==> config.mk <==
export PLATFORM = sky130hd
export DESIGN_NAME = dac8563_multi_ctrl_flat
export DESIGN_NICKNAME = d
export VERILOG_FILES = /design/src/rtl/dac8563_multi_ctrl_pkg.sv /design/src/rtl/dac8563_multi_ctrl_if.sv /design/src/rtl/dac8563_multi_ctrl_spi_frame.sv /design/src/rtl/dac8563_multi_ctrl.sv /design/src/flat_wrapper.sv
export SDC_FILE = /design/constraint.sdc
export NUM_CORES = 1
export LEC_CHECK = 0
export ABC_AREA = 1
export CORE_UTILIZATION = 37
export DETAILED_ROUTE_END_ITERATION = 10
export GPL_TIMING_DRIVEN = 0
export PLACE_DENSITY = 0.56
export SYNTH_ARGS = -nofsm -noshare
export SYNTH_HDL_FRONTEND = slang
export SYNTH_SLANG_ARGS = --single-unit
==> constraint.sdc <==
create_clock -name clk_i -period 1.3 [get_ports clk_i]
set_input_delay 0.26 -clock clk_i [delete_from_list [all_inputs] [get_ports clk_i]]
set_output_delay 0.26 -clock clk_i [all_outputs]
set_load 0.005 [all_outputs]
==> src/rtl/dac8563_multi_ctrl_pkg.sv <==
// Shared encodings and frame builders for the DAC8563 controller.
// Frames are {2'b00, cmd[2:0], addr[2:0], data[15:0]}, shifted MSB first.
package dac8563_multi_ctrl_pkg;

  localparam logic [2:0] CMD_WR_IN      = 3'b000;
  localparam logic [2:0] CMD_WR_UPD_ALL = 3'b010;
  localparam logic [2:0] CMD_WR_UPD     = 3'b011;
  localparam logic [2:0] CMD_PWR        = 3'b100;
  localparam logic [2:0] CMD_RST        = 3'b101;
  localparam logic [2:0] CMD_LDAC       = 3'b110;
  localparam logic [2:0] CMD_REF        = 3'b111;

  localparam logic [2:0] ADDR_A    = 3'b000;
  localparam logic [2:0] ADDR_B    = 3'b001;
  localparam logic [2:0] ADDR_GAIN = 3'b010;
  localparam logic [2:0] ADDR_ALL  = 3'b111;

  localparam int unsigned INIT_FRAMES = 5;

  typedef enum logic [1:0] {
    MODE_A     = 2'b00,
    MODE_B     = 2'b01,
    MODE_AB    = 2'b10,
    MODE_BCAST = 2'b11
  } mode_e;

  typedef enum logic [2:0] {
    ST_PWRUP = 3'd0,
    ST_INIT  = 3'd1,
    ST_IDLE  = 3'd2,
    ST_LOAD  = 3'd3,
    ST_SHIFT = 3'd4,
    ST_GAP   = 3'd5
  } state_e;

  typedef enum logic [1:0] {
    PH_IDLE = 2'd0,
    PH_HIGH = 2'd1,
    PH_LOW  = 2'd2,
    PH_TAIL = 2'd3
  } phase_e;

  function automatic logic [23:0] mk_frame(input logic [2:0] cmd, input logic [2:0] addr,
                                           input logic [15:0] data);
    return {2'b00, cmd, addr, data};
  endfunction

  function automatic logic [23:0] init_rom(input logic [2:0] idx, input logic gain_x2);
    case (idx)
      3'd0:    return mk_frame(CMD_RST, ADDR_A, 16'h0001);
      3'd1:    return mk_frame(CMD_PWR, ADDR_A, 16'h0003);
      3'd2:    return mk_frame(CMD_REF, ADDR_A, 16'h0001);
      3'd3:    return mk_frame(CMD_WR_IN, ADDR_GAIN, gain_x2 ? 16'h0000 : 16'h0003);
      default: return mk_frame(CMD_LDAC, ADDR_A, 16'h0003);
    endcase
  endfunction

  // Mode AB loads A without update first, then the B write updates both outputs together.
  function automatic logic [23:0] cmd_frame(input mode_e mode, input logic second,
                                            input logic [15:0] a, input logic [15:0] b);
    case (mode)
      MODE_A:  return mk_frame(CMD_WR_UPD, ADDR_A, a);
      MODE_B:  return mk_frame(CMD_WR_UPD, ADDR_B, b);
      MODE_AB: return second ? mk_frame(CMD_WR_UPD_ALL, ADDR_B, b) : mk_frame(CMD_WR_IN, ADDR_A, a);
      default: return mk_frame(CMD_WR_UPD, ADDR_ALL, a);
    endcase
  endfunction

endpackage

==> src/rtl/dac8563_multi_ctrl_if.sv <==
// Valid/ready command port of the DAC8563 controller.
interface dac8563_multi_ctrl_if;
  logic        cmd_valid;
  logic        cmd_ready;
  logic [1:0]  cmd_mode;
  logic [15:0] cmd_data_a;
  logic [15:0] cmd_data_b;

  modport master (output cmd_valid, output cmd_mode, output cmd_data_a, output cmd_data_b,
                  input cmd_ready);
  modport slave  (input cmd_valid, input cmd_mode, input cmd_data_a, input cmd_data_b,
                  output cmd_ready);
endinterface

==> src/rtl/dac8563_multi_ctrl_spi_frame.sv <==
// Shifts one 24-bit frame out on SYNC/SCLK/MOSI; SCLK idles high, data changes on rising edges.
// done_o pulses in the cycle SYNC returns high.
module dac8563_multi_ctrl_spi_frame
  import dac8563_multi_ctrl_pkg::*;
#(
  parameter int unsigned CLK_DIV = 2
) (
  input  logic        clk_i,
  input  logic        rst_i,
  input  logic        start_i,
  input  logic [23:0] frame_i,
  output logic        done_o,
  output logic        sync_o,
  output logic        sclk_o,
  output logic        mosi_o
);

  localparam int unsigned     DW       = (CLK_DIV > 1) ? $clog2(CLK_DIV) : 1;
  localparam logic [DW-1:0]   DIV_LAST = DW'(CLK_DIV - 1);

  phase_e         phase_q;
  logic [DW-1:0]  div_q;
  logic [4:0]     bit_q;
  logic [22:0]    sh_q;
  logic           sync_q, sclk_q, mosi_q, done_q;
  logic           div_tick;

  assign div_tick = (div_q == DIV_LAST);

  // Each SCLK half-period lasts CLK_DIV cycles; the tail keeps SYNC low one more half-period.
  always_ff @(posedge clk_i) begin
    if (rst_i) begin
      phase_q <= PH_IDLE;
      div_q   <= '0;
      bit_q   <= 5'd0;
      sh_q    <= '0;
      sync_q  <= 1'b1;
      sclk_q  <= 1'b1;
      mosi_q  <= 1'b0;
      done_q  <= 1'b0;
    end else begin
      done_q <= 1'b0;
      case (phase_q)
        PH_IDLE: if (start_i) begin
          sh_q    <= frame_i[22:0];
          mosi_q  <= frame_i[23];
          sync_q  <= 1'b0;
          sclk_q  <= 1'b1;
          div_q   <= '0;
          bit_q   <= 5'd0;
          phase_q <= PH_HIGH;
        end
        PH_HIGH: if (div_tick) begin
          div_q   <= '0;
          sclk_q  <= 1'b0;
          phase_q <= PH_LOW;
        end else div_q <= div_q + DW'(1);
        PH_LOW: if (div_tick) begin
          div_q  <= '0;
          sclk_q <= 1'b1;
          if (bit_q == 5'd23) phase_q <= PH_TAIL;
          else begin
            bit_q   <= bit_q + 5'd1;
            mosi_q  <= sh_q[22];
            sh_q    <= {sh_q[21:0], 1'b0};
            phase_q <= PH_HIGH;
          end
        end else div_q <= div_q + DW'(1);
        PH_TAIL: if (div_tick) begin
          div_q   <= '0;
          sync_q  <= 1'b1;
          mosi_q  <= 1'b0;
          done_q  <= 1'b1;
          phase_q <= PH_IDLE;
        end else div_q <= div_q + DW'(1);
        default: phase_q <= PH_IDLE;
      endcase
    end
  end

  assign done_o = done_q;
  assign sync_o = sync_q;
  assign sclk_o = sclk_q;
  assign mosi_o = mosi_q;

endmodule

==> src/rtl/dac8563_multi_ctrl.sv <==
// DAC8563 controller: power-up wait, 5-frame init, then single/dual/broadcast writes
// taken one at a time from the valid/ready command port.
module dac8563_multi_ctrl
  import dac8563_multi_ctrl_pkg::*;
#(
  parameter int unsigned CLK_DIV   = 2,
  parameter int unsigned SYNC_GAP  = 4,
  parameter int unsigned PWRUP_CYC = 1000,
  parameter bit          GAIN_X2   = 1'b1
) (
  input  logic                 clk_i,
  input  logic                 rst_i,
  dac8563_multi_ctrl_if.slave  cmd_if,
  input  logic                 reinit_i,
  output logic                 init_done_o,
  output logic                 busy_o,
  output logic                 sync_o,
  output logic                 sclk_o,
  output logic                 mosi_o
);

  localparam int unsigned   PW       = $clog2(PWRUP_CYC + 1);
  localparam int unsigned   GW       = $clog2(SYNC_GAP + 1);
  localparam logic [PW-1:0] PWR_LAST = PW'(PWRUP_CYC - 1);
  localparam logic [GW-1:0] GAP_LAST = GW'(SYNC_GAP - 1);

  state_e         state_q;
  logic [PW-1:0]  pwr_q;
  logic [GW-1:0]  gap_q;
  logic [2:0]     idx_q;
  logic           in_init_q, second_q;
  mode_e          mode_q;
  logic [15:0]    a_q, b_q;
  logic           ready_q, busy_q, init_done_q;
  logic           spi_start, spi_done;
  logic [23:0]    spi_frame;

  // Sequencer: power-up wait, init ROM walk, command accept and frame/gap pacing.
  always_ff @(posedge clk_i) begin
    if (rst_i) begin
      state_q     <= ST_PWRUP;
      pwr_q       <= '0;
      gap_q       <= '0;
      idx_q       <= 3'd0;
      in_init_q   <= 1'b1;
      second_q    <= 1'b0;
      mode_q      <= MODE_A;
      a_q         <= 16'h0000;
      b_q         <= 16'h0000;
      ready_q     <= 1'b0;
      busy_q      <= 1'b1;
      init_done_q <= 1'b0;
    end else begin
      case (state_q)
        ST_PWRUP: if (pwr_q == PWR_LAST) begin
          pwr_q   <= '0;
          state_q <= ST_INIT;
        end else pwr_q <= pwr_q + PW'(1);
        ST_INIT, ST_LOAD: state_q <= ST_SHIFT;
        ST_SHIFT: if (spi_done) begin
          gap_q   <= '0;
          state_q <= ST_GAP;
        end
        ST_GAP: if (gap_q == GAP_LAST) begin
          gap_q <= '0;
          if (in_init_q) begin
            if (idx_q == 3'(INIT_FRAMES - 1)) begin
              in_init_q   <= 1'b0;
              init_done_q <= 1'b1;
              ready_q     <= 1'b1;
              busy_q      <= 1'b0;
              state_q     <= ST_IDLE;
            end else begin
              idx_q   <= idx_q + 3'd1;
              state_q <= ST_INIT;
            end
          end else if (mode_q == MODE_AB && !second_q) begin
            second_q <= 1'b1;
            state_q  <= ST_LOAD;
          end else begin
            ready_q <= 1'b1;
            busy_q  <= 1'b0;
            state_q <= ST_IDLE;
          end
        end else gap_q <= gap_q + GW'(1);
        ST_IDLE: if (reinit_i) begin
          init_done_q <= 1'b0;
          ready_q     <= 1'b0;
          busy_q      <= 1'b1;
          in_init_q   <= 1'b1;
          idx_q       <= 3'd0;
          state_q     <= ST_INIT;
        end else if (cmd_if.cmd_valid && ready_q) begin
          mode_q   <= mode_e'(cmd_if.cmd_mode);
          a_q      <= cmd_if.cmd_data_a;
          b_q      <= cmd_if.cmd_data_b;
          second_q <= 1'b0;
          ready_q  <= 1'b0;
          busy_q   <= 1'b1;
          state_q  <= ST_LOAD;
        end
        default: state_q <= ST_PWRUP;
      endcase
    end
  end

  // Frame source for the shifter: init ROM entry or the latched command.
  always_comb begin
    spi_start = 1'b0;
    spi_frame = 24'h000000;
    if (state_q == ST_INIT) begin
      spi_start = 1'b1;
      spi_frame = init_rom(idx_q, GAIN_X2);
    end else if (state_q == ST_LOAD) begin
      spi_start = 1'b1;
      spi_frame = cmd_frame(mode_q, second_q, a_q, b_q);
    end else begin
      spi_start = 1'b0;
      spi_frame = 24'h000000;
    end
  end

  dac8563_multi_ctrl_spi_frame #(.CLK_DIV(CLK_DIV)) u_spi (
    .clk_i   (clk_i),
    .rst_i   (rst_i),
    .start_i (spi_start),
    .frame_i (spi_frame),
    .done_o  (spi_done),
    .sync_o  (sync_o),
    .sclk_o  (sclk_o),
    .mosi_o  (mosi_o)
  );

  // A REINIT pulse in the same cycle must block acceptance.
  assign cmd_if.cmd_ready = ready_q & ~reinit_i;
  assign init_done_o      = init_done_q;
  assign busy_o           = busy_q;

endmodule
==> src/flat_wrapper.sv <==
// flat-port wrapper written by rule: the top's interface ports become plain ports
module dac8563_multi_ctrl_flat import dac8563_multi_ctrl_pkg::*;
#(
  parameter int unsigned CLK_DIV   = 2,
  parameter int unsigned SYNC_GAP  = 4,
  parameter int unsigned PWRUP_CYC = 1000,
  parameter bit          GAIN_X2   = 1'b1
)
  (clk_i, rst_i, reinit_i, init_done_o, busy_o, sync_o, sclk_o, mosi_o, cmd_if_cmd_valid, cmd_if_cmd_mode, cmd_if_cmd_data_a, cmd_if_cmd_data_b, cmd_if_cmd_ready);
  dac8563_multi_ctrl_if cmd_if_i ();
  input  logic clk_i;
  input  logic rst_i;
  input  logic reinit_i;
  output logic init_done_o;
  output logic busy_o;
  output logic sync_o;
  output logic sclk_o;
  output logic mosi_o;
  input wire logic [$bits(cmd_if_i.cmd_valid)-1:0] cmd_if_cmd_valid;
  input wire logic [$bits(cmd_if_i.cmd_mode)-1:0] cmd_if_cmd_mode;
  input wire logic [$bits(cmd_if_i.cmd_data_a)-1:0] cmd_if_cmd_data_a;
  input wire logic [$bits(cmd_if_i.cmd_data_b)-1:0] cmd_if_cmd_data_b;
  output wire logic [$bits(cmd_if_i.cmd_ready)-1:0] cmd_if_cmd_ready;
  assign cmd_if_i.cmd_valid = cmd_if_cmd_valid;
  assign cmd_if_i.cmd_mode = cmd_if_cmd_mode;
  assign cmd_if_i.cmd_data_a = cmd_if_cmd_data_a;
  assign cmd_if_i.cmd_data_b = cmd_if_cmd_data_b;
  assign cmd_if_cmd_ready = cmd_if_i.cmd_ready;
  dac8563_multi_ctrl #(.CLK_DIV(CLK_DIV), .SYNC_GAP(SYNC_GAP), .PWRUP_CYC(PWRUP_CYC), .GAIN_X2(GAIN_X2)) u_core (.clk_i(clk_i), .rst_i(rst_i), .cmd_if(cmd_if_i), .reinit_i(reinit_i), .init_done_o(init_done_o), .busy_o(busy_o), .sync_o(sync_o), .sclk_o(sclk_o), .mosi_o(mosi_o));
endmodule
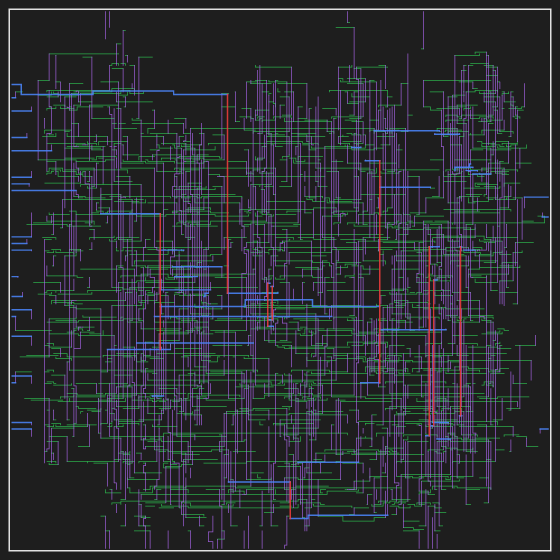
*Metal layers overlaid, run 1*
purple -> M2  # wire length 6740 um
blue -> M3  # wire length 426 um
red -> M4  # wire length 241 um
green -> M1  # wire length 5470 um

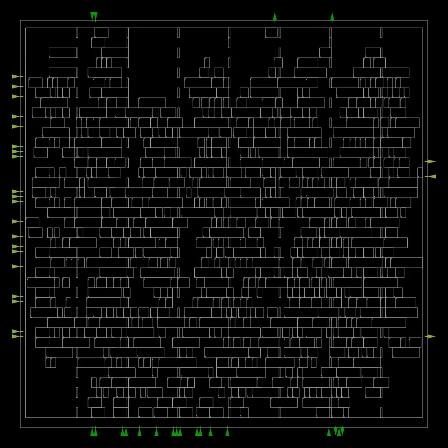
*Placement view, run 1*
core footprint: 0.0115 mm^2
fraction of area in registers: 28.6%

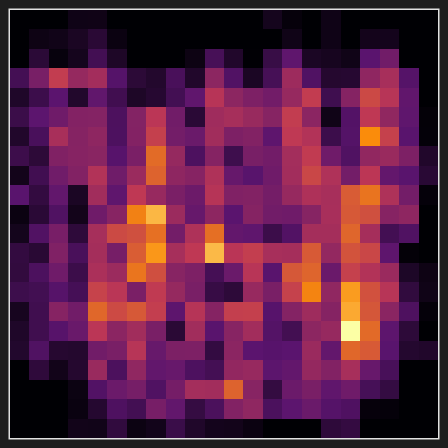
*Routed metal per tile, run 1*
The die is cut into 22 by 22 equal tiles; black is low, pale yellow is high, scaled to the fullest tile. Values are wire area over tile area, all layers added.
nearly empty tiles = 15%
mean over tiles = 0.16
tiles over half the peak = 12%
fullest tile = 0.62

## run 1: repair_timing
action,4_1_cts,5_1_grt
buffers inserted,33,12
resized,172,123
cloned,7,2
pin swaps,37,44
endpoints found under the setup margin,89,89
## run 1: layout make-up
class / instances / area [um^2]
Tap cell: 143 / 179
Timing Repair Buffer: 91 / 925
Buffer: 28 / 282
Inverter: 53 / 234
Sequential cell: 93 / 1910
Clock inverter: 5 / 106
Clock buffer: 11 / 243
Fill cell: 1051 / 4810
Multi-Input combinational cell: 442 / 2790
## run 1: stage by stage
stage	total power, mW	setup slack, ns	TNS (ns)	instance area [um^2]
5_1_grt	12.7	-0.249	-14.03	6660
3_5_place_dp	6.91	-0.397	-24.45	5010
2_1_floorplan	6.03	-0.00871	-0.00921	4410
6_report	12.1	-0.164	-7.66	6660
3_3_place_gp	6.82	-0.396	-23.26	5010
4_1_cts	11.4	-0.149	-6.95	6190
## run 1: logic make-up (layout without fill, tap and decap cells)
kind of cell	after synthesis	after routing	share of synthesized area [%]
AND-OR/OR-AND	160	160	19.4
AND/OR/NAND/NOR	267	267	26.2
buffers and inverters	81	188	8.25
adder cells (fa/ha/maj)	8	8	2.28
XOR/XNOR	7	7	1.40
flip-flops	93	93	42.5
## run 1: worst max-delay path, stage by stage, from the launching register on
cell       delay [ns]
dfxtp_4          0.37
nor2_4           0.12
nand2_2          0.07
inv_2            0.08
nand2_4          0.06
nor2_4           0.19
buf_8            0.19
clkbuf_16        0.16
o21ai_1          0.06
nor2_1           0.10
## run 1: layer usage
| metal | wire (um) | GRT usage (%) | share of wire (%) |
|---|---|---|---|
| met4 | 240 | 6.49 | 1.9 |
| met3 | 426 | 4.05 | 3.3 |
| met5 | 0 | 0 | 0 |
| met2 | 6740 | 39.1 | 52 |
| met1 | 5470 | 24.3 | 42 |
==> results.json, run 1 <==
{
  "mostFrequentLayoutCell": "nor2_1",
  "maxSlewViolCount": 0,
  "pg_clk_mw": 3.07,
  "final.setup.worst_slack_ns": -0.164,
  "violations": "setup timing",
  "hold_buffers": 0,
  "die_x_um": 111,
  "io_pins": 44,
  "cts_sinks": 93,
  "yosysTopAreaCellShare_pct": 42.5,
  "rsz0062_at_grt": "true",
  "seq_cell_power_mw": 3.73,
  "wl_um": 12900,
  "route.vias.total": 4376,
  "setup_viol": 81,
  "antenna_left": 0,
  "std_cell_rows": 39,
  "diodes": 0,
  "fin_crit_sh_pct": 113,
  "p_comb_mw": 5.27,
  "syn_area_mm2": 0.00438,
  "drive_gt1_share_pct": 36.0,
  "largest-register": "u_core.u_spi.sh_q",
  "wire_per_inst_um": 14.9,
  "power_frac_comb_pct": 43.6,
  "status": "finished with violations",
  "r2r_slack_ns": -0.16,
  "finClkSkew_ns": 0.00402,
  "dpl.hpwl_um": 8110,
  "synth_nets": 662,
  "syn_inst": 616,
  "top_regs": "u_core.u_spi.sh_q x23, u_core.a_q x16, u_core.b_q x16",
  "r2r_cells": 9,
  "top_area_cell": "dfxtp_1",
  "finalNonFillerCells": 866,
  "ys.flops": 93,
  "yosysCellCount": 616
}
==> run 2: changes to the inputs <==
--- a/config.mk
+++ b/config.mk
@@ -6,6 +6,7 @@
 export NUM_CORES = 1
 export LEC_CHECK = 0
 export ABC_AREA = 1
+export CAP_MARGIN = 15
 export CORE_UTILIZATION = 37
 export DETAILED_ROUTE_END_ITERATION = 10
 export GPL_TIMING_DRIVEN = 0
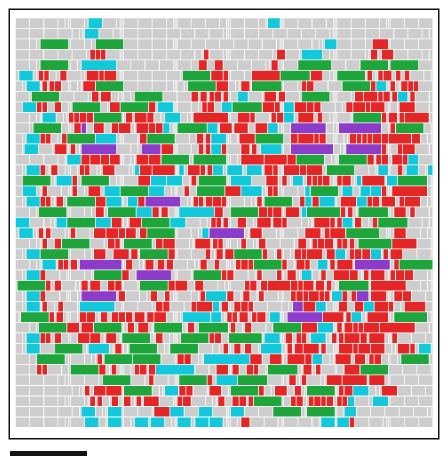
*Cell classes on the final placement, run 2*
Scale bar: 20 um. Fill, decap, tap and diode cells in gray.
green -> registers  # cells 93
purple -> clock drivers and dummy loads  # cells 16
red -> remaining logic cells  # cells 495
cyan -> remaining buffers and delay cells  # cells 119
Row Count: 39
Final Cell Area: 0.00666 mm^2
Finished Core Util: 58.1%

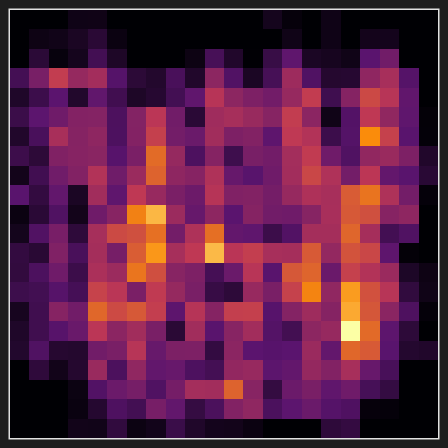
*Routed metal per tile, run 2*
The die is cut into 22 by 22 equal tiles; black is low, pale yellow is high, scaled to the fullest tile. Values are wire area over tile area, all layers added.
tiles over half the peak = 12%
mean over tiles = 0.16
nearly empty tiles = 15%
fullest tile = 0.62

==> run 2 against run 1 <==
The flow still finishes with violations (setup timing). Critical path depth unchanged. Power unchanged. Worst setup slack unchanged. Critical endpoint unchanged.
==> results.json, run 2 <==
{
  "die_x_um": 111,
  "yosysCellCount": 616,
  "dpl.hpwl_um": 8110,
  "wire_per_inst_um": 14.9,
  "mostFrequentLayoutCell": "nor2_1",
  "cpPeakStageDelay_ns": 0.37,
  "setup_viol": 81,
  "drive_gt1_share_pct": 36.0,
  "r2r_slack_ns": -0.16,
  "power_frac_comb_pct": 43.6,
  "pre_cts_ws_ns": -0.397,
  "violations": "setup timing",
  "top_area_cell": "dfxtp_1",
  "met1_length_um": 5470,
  "wl_um": 12900,
  "hold_buffers": 0,
  "io_pins": 44,
  "pg_clk_mw": 3.07,
  "routed.top_layer": "met4",
  "p_comb_mw": 5.27,
  "use_met2_pct": 39.1,
  "crit_top_cell": "nor2_4",
  "core_mm2": 0.0115,
  "yosysTopAreaCellShare_pct": 42.5,
  "status": "finished with violations",
  "placed_cell_area_mm2": 0.00501,
  "final.setup.worst_slack_ns": -0.164,
  "r2r_cells": 9,
  "syn_inst": 616,
  "top_usage_layer": "met2",
  "crit_family": "simple AND/OR/NAND/NOR gates",
  "rsz0062_at_grt": "true",
  "synth_nets": 662,
  "antenna_left": 0,
  "fin_tns_setup_ns": -7.66,
  "ys.flops": 93
}
==> run 2: area by class of cell <==
type                            count  area, um^2
Sequential cell                    93        1910
Buffer                             28         282
Multi-Input combinational cell    442        2790
Timing Repair Buffer               91         925
Inverter                           53         234
Tap cell                          143         179
Clock inverter                      5         106
Clock buffer                       11         243
Fill cell                        1051        4810
==> run 2: stage by stage <==
stage                     hold WS [ns]  instances  power (mW)  utilization, %
after detailed placement         0.445        801        6.91            43.7
after floorplan                  0.395        616        6.03               -
final                            0.287        866        12.1            58.1
after global routing             0.328        866        12.7            58.1
after global placement           0.441        801        6.82            43.7
after CTS                        0.282        857        11.4            54.0
==> run 2: timing repair <==
| action | CTS | global route |
|---|---|---|
| endpoints found under the setup margin | 89 | 89 |
| pin swaps | 37 | 44 |
| gates resized | 172 | 123 |
| gates cloned | 7 | 2 |
| buffers inserted | 33 | 12 |
==> run 2: logic make-up (layout without fill, tap and decap cells) <==
family | count (synthesis) | count (layout) | share of synthesized area, %
xor gates and xnor gates | 7 | 7 | 1.40
adders and majority gates | 8 | 8 | 2.28
buffers and inverters | 81 | 188 | 8.25
and+or+nand+nor | 267 | 267 | 26.2
DFF | 93 | 93 | 42.5
AOI/OAI and AO/OA | 160 | 160 | 19.4
==> run 2: worst max-delay path by stage <==
stage	cells past startpoint	endpoint	startpoint
final	9	u_core.b_q[4]	u_core.state_q[2]
after global routing	9	u_core.u_spi.bit_q[1]	u_core.u_spi.bit_q[0]
after CTS	8	u_core.a_q[2]	u_core.state_q[2]
after detailed placement	6	u_core.pwr_q[7]	rst_i
after global placement	5	u_core.in_init_q	rst_i
after floorplan	10	u_core.u_spi.bit_q[0]	u_core.u_spi.phase_q[1]
==> run 3: changes to the inputs <==
--- a/config.mk
+++ b/config.mk
@@ -7,10 +7,11 @@
 export LEC_CHECK = 0
 export ABC_AREA = 1
 export CAP_MARGIN = 15
+export CORE_MARGIN = 1
 export CORE_UTILIZATION = 37
 export DETAILED_ROUTE_END_ITERATION = 10
 export GPL_TIMING_DRIVEN = 0
-export PLACE_DENSITY = 0.56
+export PLACE_DENSITY = 0.54
 export SYNTH_ARGS = -nofsm -noshare
 export SYNTH_HDL_FRONTEND = slang
 export SYNTH_SLANG_ARGS = --single-unit
==> constraint.sdc (replaced) <==
create_clock -name clk_i -period 1.7 [get_ports clk_i]
set_input_delay 0.34 -clock clk_i [delete_from_list [all_inputs] [get_ports clk_i]]
set_output_delay 0.34 -clock clk_i [all_outputs]
set_load 0.005 [all_outputs]
==> run 3 against run 2 <==
Register-to-register slack improved by 0.26 ns. Non-clock buffer count is 49 lower. Sequential cell count unchanged. Critical path type unchanged. Die size is the same. Worst setup slack improved by 0.26 ns. Power shrank 40%. Sequential share of layout area up 6.4 points. Largest cell class unchanged. Clock-buffer cell count stayed put. The run now ends clean.
==> results.json, run 3 <==
{
  "status": "finished, final reports clean",
  "r2r_cells": 10,
  "adder_share_pct": 2.28,
  "mux_share_pct": 0,
  "r2r_slack_ns": 0.1,
  "use_met2_pct": 31.2,
  "ys.flops": 93,
  "die_x_um": 111,
  "wl_um": 11100,
  "power_mw": 7.29,
  "yosysTopAreaCellShare_pct": 42.5,
  "syn_inst": 616,
  "final.setup.worst_slack_ns": 0.0977,
  "met1_length_um": 5520,
  "dp.cells": 801,
  "ys_sh_xor_pct": 1.40,
  "dpl.hpwl_um": 7970,
  "cts_sinks": 93,
  "startpoint": "u_core.u_spi.phase_q[1]",
  "fin_tns_setup_ns": 0,
  "drive_gt1_share_pct": 10.2,
  "placed_cell_area_mm2": 0.00498,
  "diodes": 0,
  "route.met3.wl_um": 339,
  "grt_util_met3_pct": 3.28,
  "edf_count": 0,
  "synthTopLogicFamily": "simple AND/OR/NAND/NOR gates",
  "top_area_cell": "dfxtp_1",
  "yosysCellCount": 616,
  "std_cell_rows": 39,
  "top_regs": "u_core.u_spi.sh_q x23, u_core.a_q x16, u_core.b_q x16",
  "gr-usage-met1_pct": 24.4,
  "critPathCapture": "u_core.u_spi.bit_q[0]",
  "rsz0062_at_grt": "true",
  "wire_per_inst_um": 13.6,
  "met2_length_um": 5080,
  "pre_cts_ws_ns": -0.122,
  "core_mm2": 0.0115,
  "finClkSkew_ns": 0.00758,
  "io_pins": 44,
  "yosys.area_share.aoi_pct": 19.4,
  "maxSlewViolCount": 0,
  "whs_ns": 0.354,
  "hold_buffers": 0,
  "mostFrequentLayoutCell": "nand2_1"
}
-- run 3: how the worst min path moves through the flow --
stage | startpoint | endpoint | slack, ns | cells after the start
after detailed placement | u_core.busy_o | u_core.busy_o | 0.44 | 2
final | rst_i | u_core.u_spi.sh_q[22] | 0.35 | 2
after global routing | rst_i | u_core.state_q[2] | 0.36 | 2
after CTS | rst_i | u_core.u_spi.sh_q[22] | 0.35 | 2
after floorplan | u_core.a_q[2] | u_core.a_q[2] | 0.42 | 2
after global placement | u_core.init_done_o | u_core.init_done_o | 0.44 | 2
-- run 3: power by group --
group | switching (mW) | internal, mW | leakage [nW]
sequential | 0.217 | 2.52 | 0.755
combinational | 1.57 | 0.924 | 1.37
clock | 0.876 | 1.18 | 0.142
-- run 3: final cells by class --
| cell class | instances | area (um^2) | area share [%] |
|---|---|---|---|
| multi-input cells | 442 | 2180 | 41.1 |
| flip-flops and latches | 93 | 1860 | 35.1 |
| repair buffers | 42 | 419 | 7.88 |
| clock buffers | 11 | 243 | 4.56 |
| inverters | 53 | 199 | 3.74 |
| well taps | 143 | 179 | 3.36 |
| plain buffers | 28 | 171 | 3.22 |
| clock inverters | 5 | 58.8 | 1.11 |
-- run 3: repair_timing --
item                                    CTS  global route
endpoints found under the setup margin    6            41
setup buffers                             0             0
hold endpoints to repair                  0             0
gates resized                             2            11
-- run 3: worst max-delay path, cell delays in order, from the launching register on --
cell and delay (ns):
dfxtp_1 0.31, buf_4 0.19, nand2_2 0.09, buf_4 0.18, o21ai_4 0.19, inv_2 0.05
nand2_2 0.08, buf_4 0.18, nor2_4 0.06, o21ai_1 0.12, nor2_1 0.05
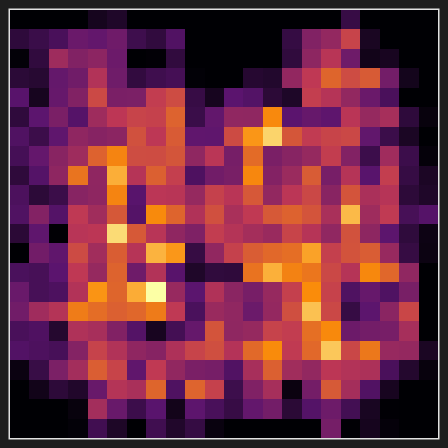
*Routed metal per tile, run 3*
The die is cut into 22 by 22 equal tiles; black is low, pale yellow is high, scaled to the fullest tile. Values are wire area over tile area, all layers added.
tiles over half the peak = 24%
fullest tile = 0.43
nearly empty tiles = 15%
densest ninth of the die = center

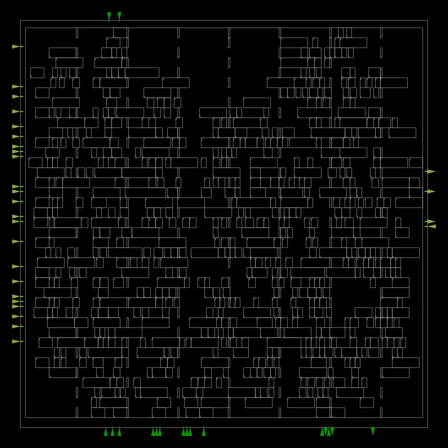
*Placement view, run 3*
fraction of area in registers: 35.1%
Finished Core Util: 46.4%
Filler cells: 1192
Seq Cell Count: 93


==> gallery <==
Met1 routing.
Supply wires on this layer in gray.
image #1
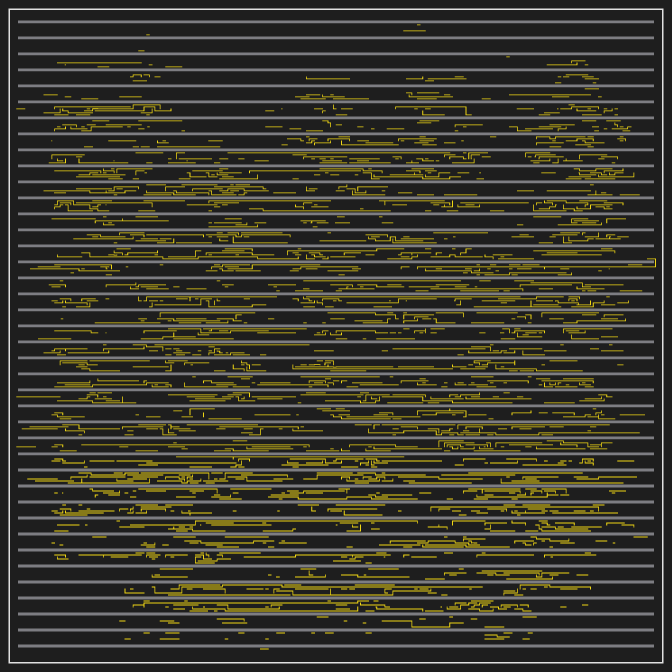
image #2
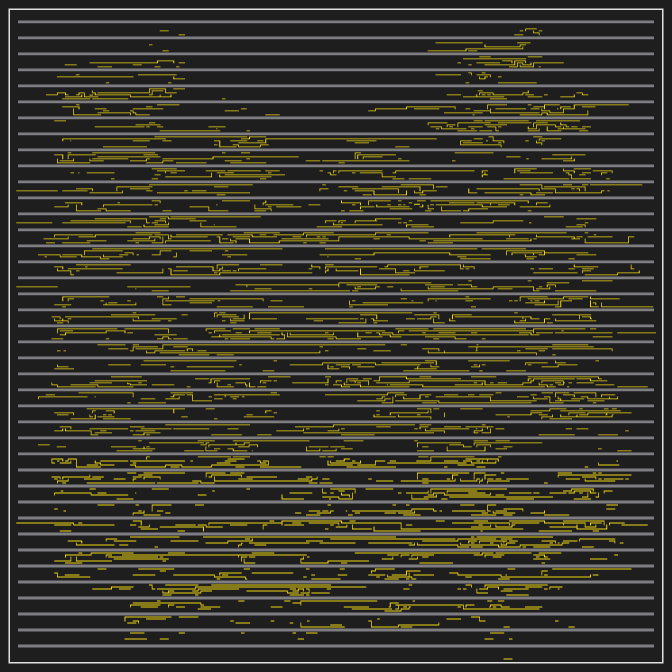
Image #1 is run 1.
Image #2 is run 3.

No activity file was given, so power comes from the tool's default toggle rates.
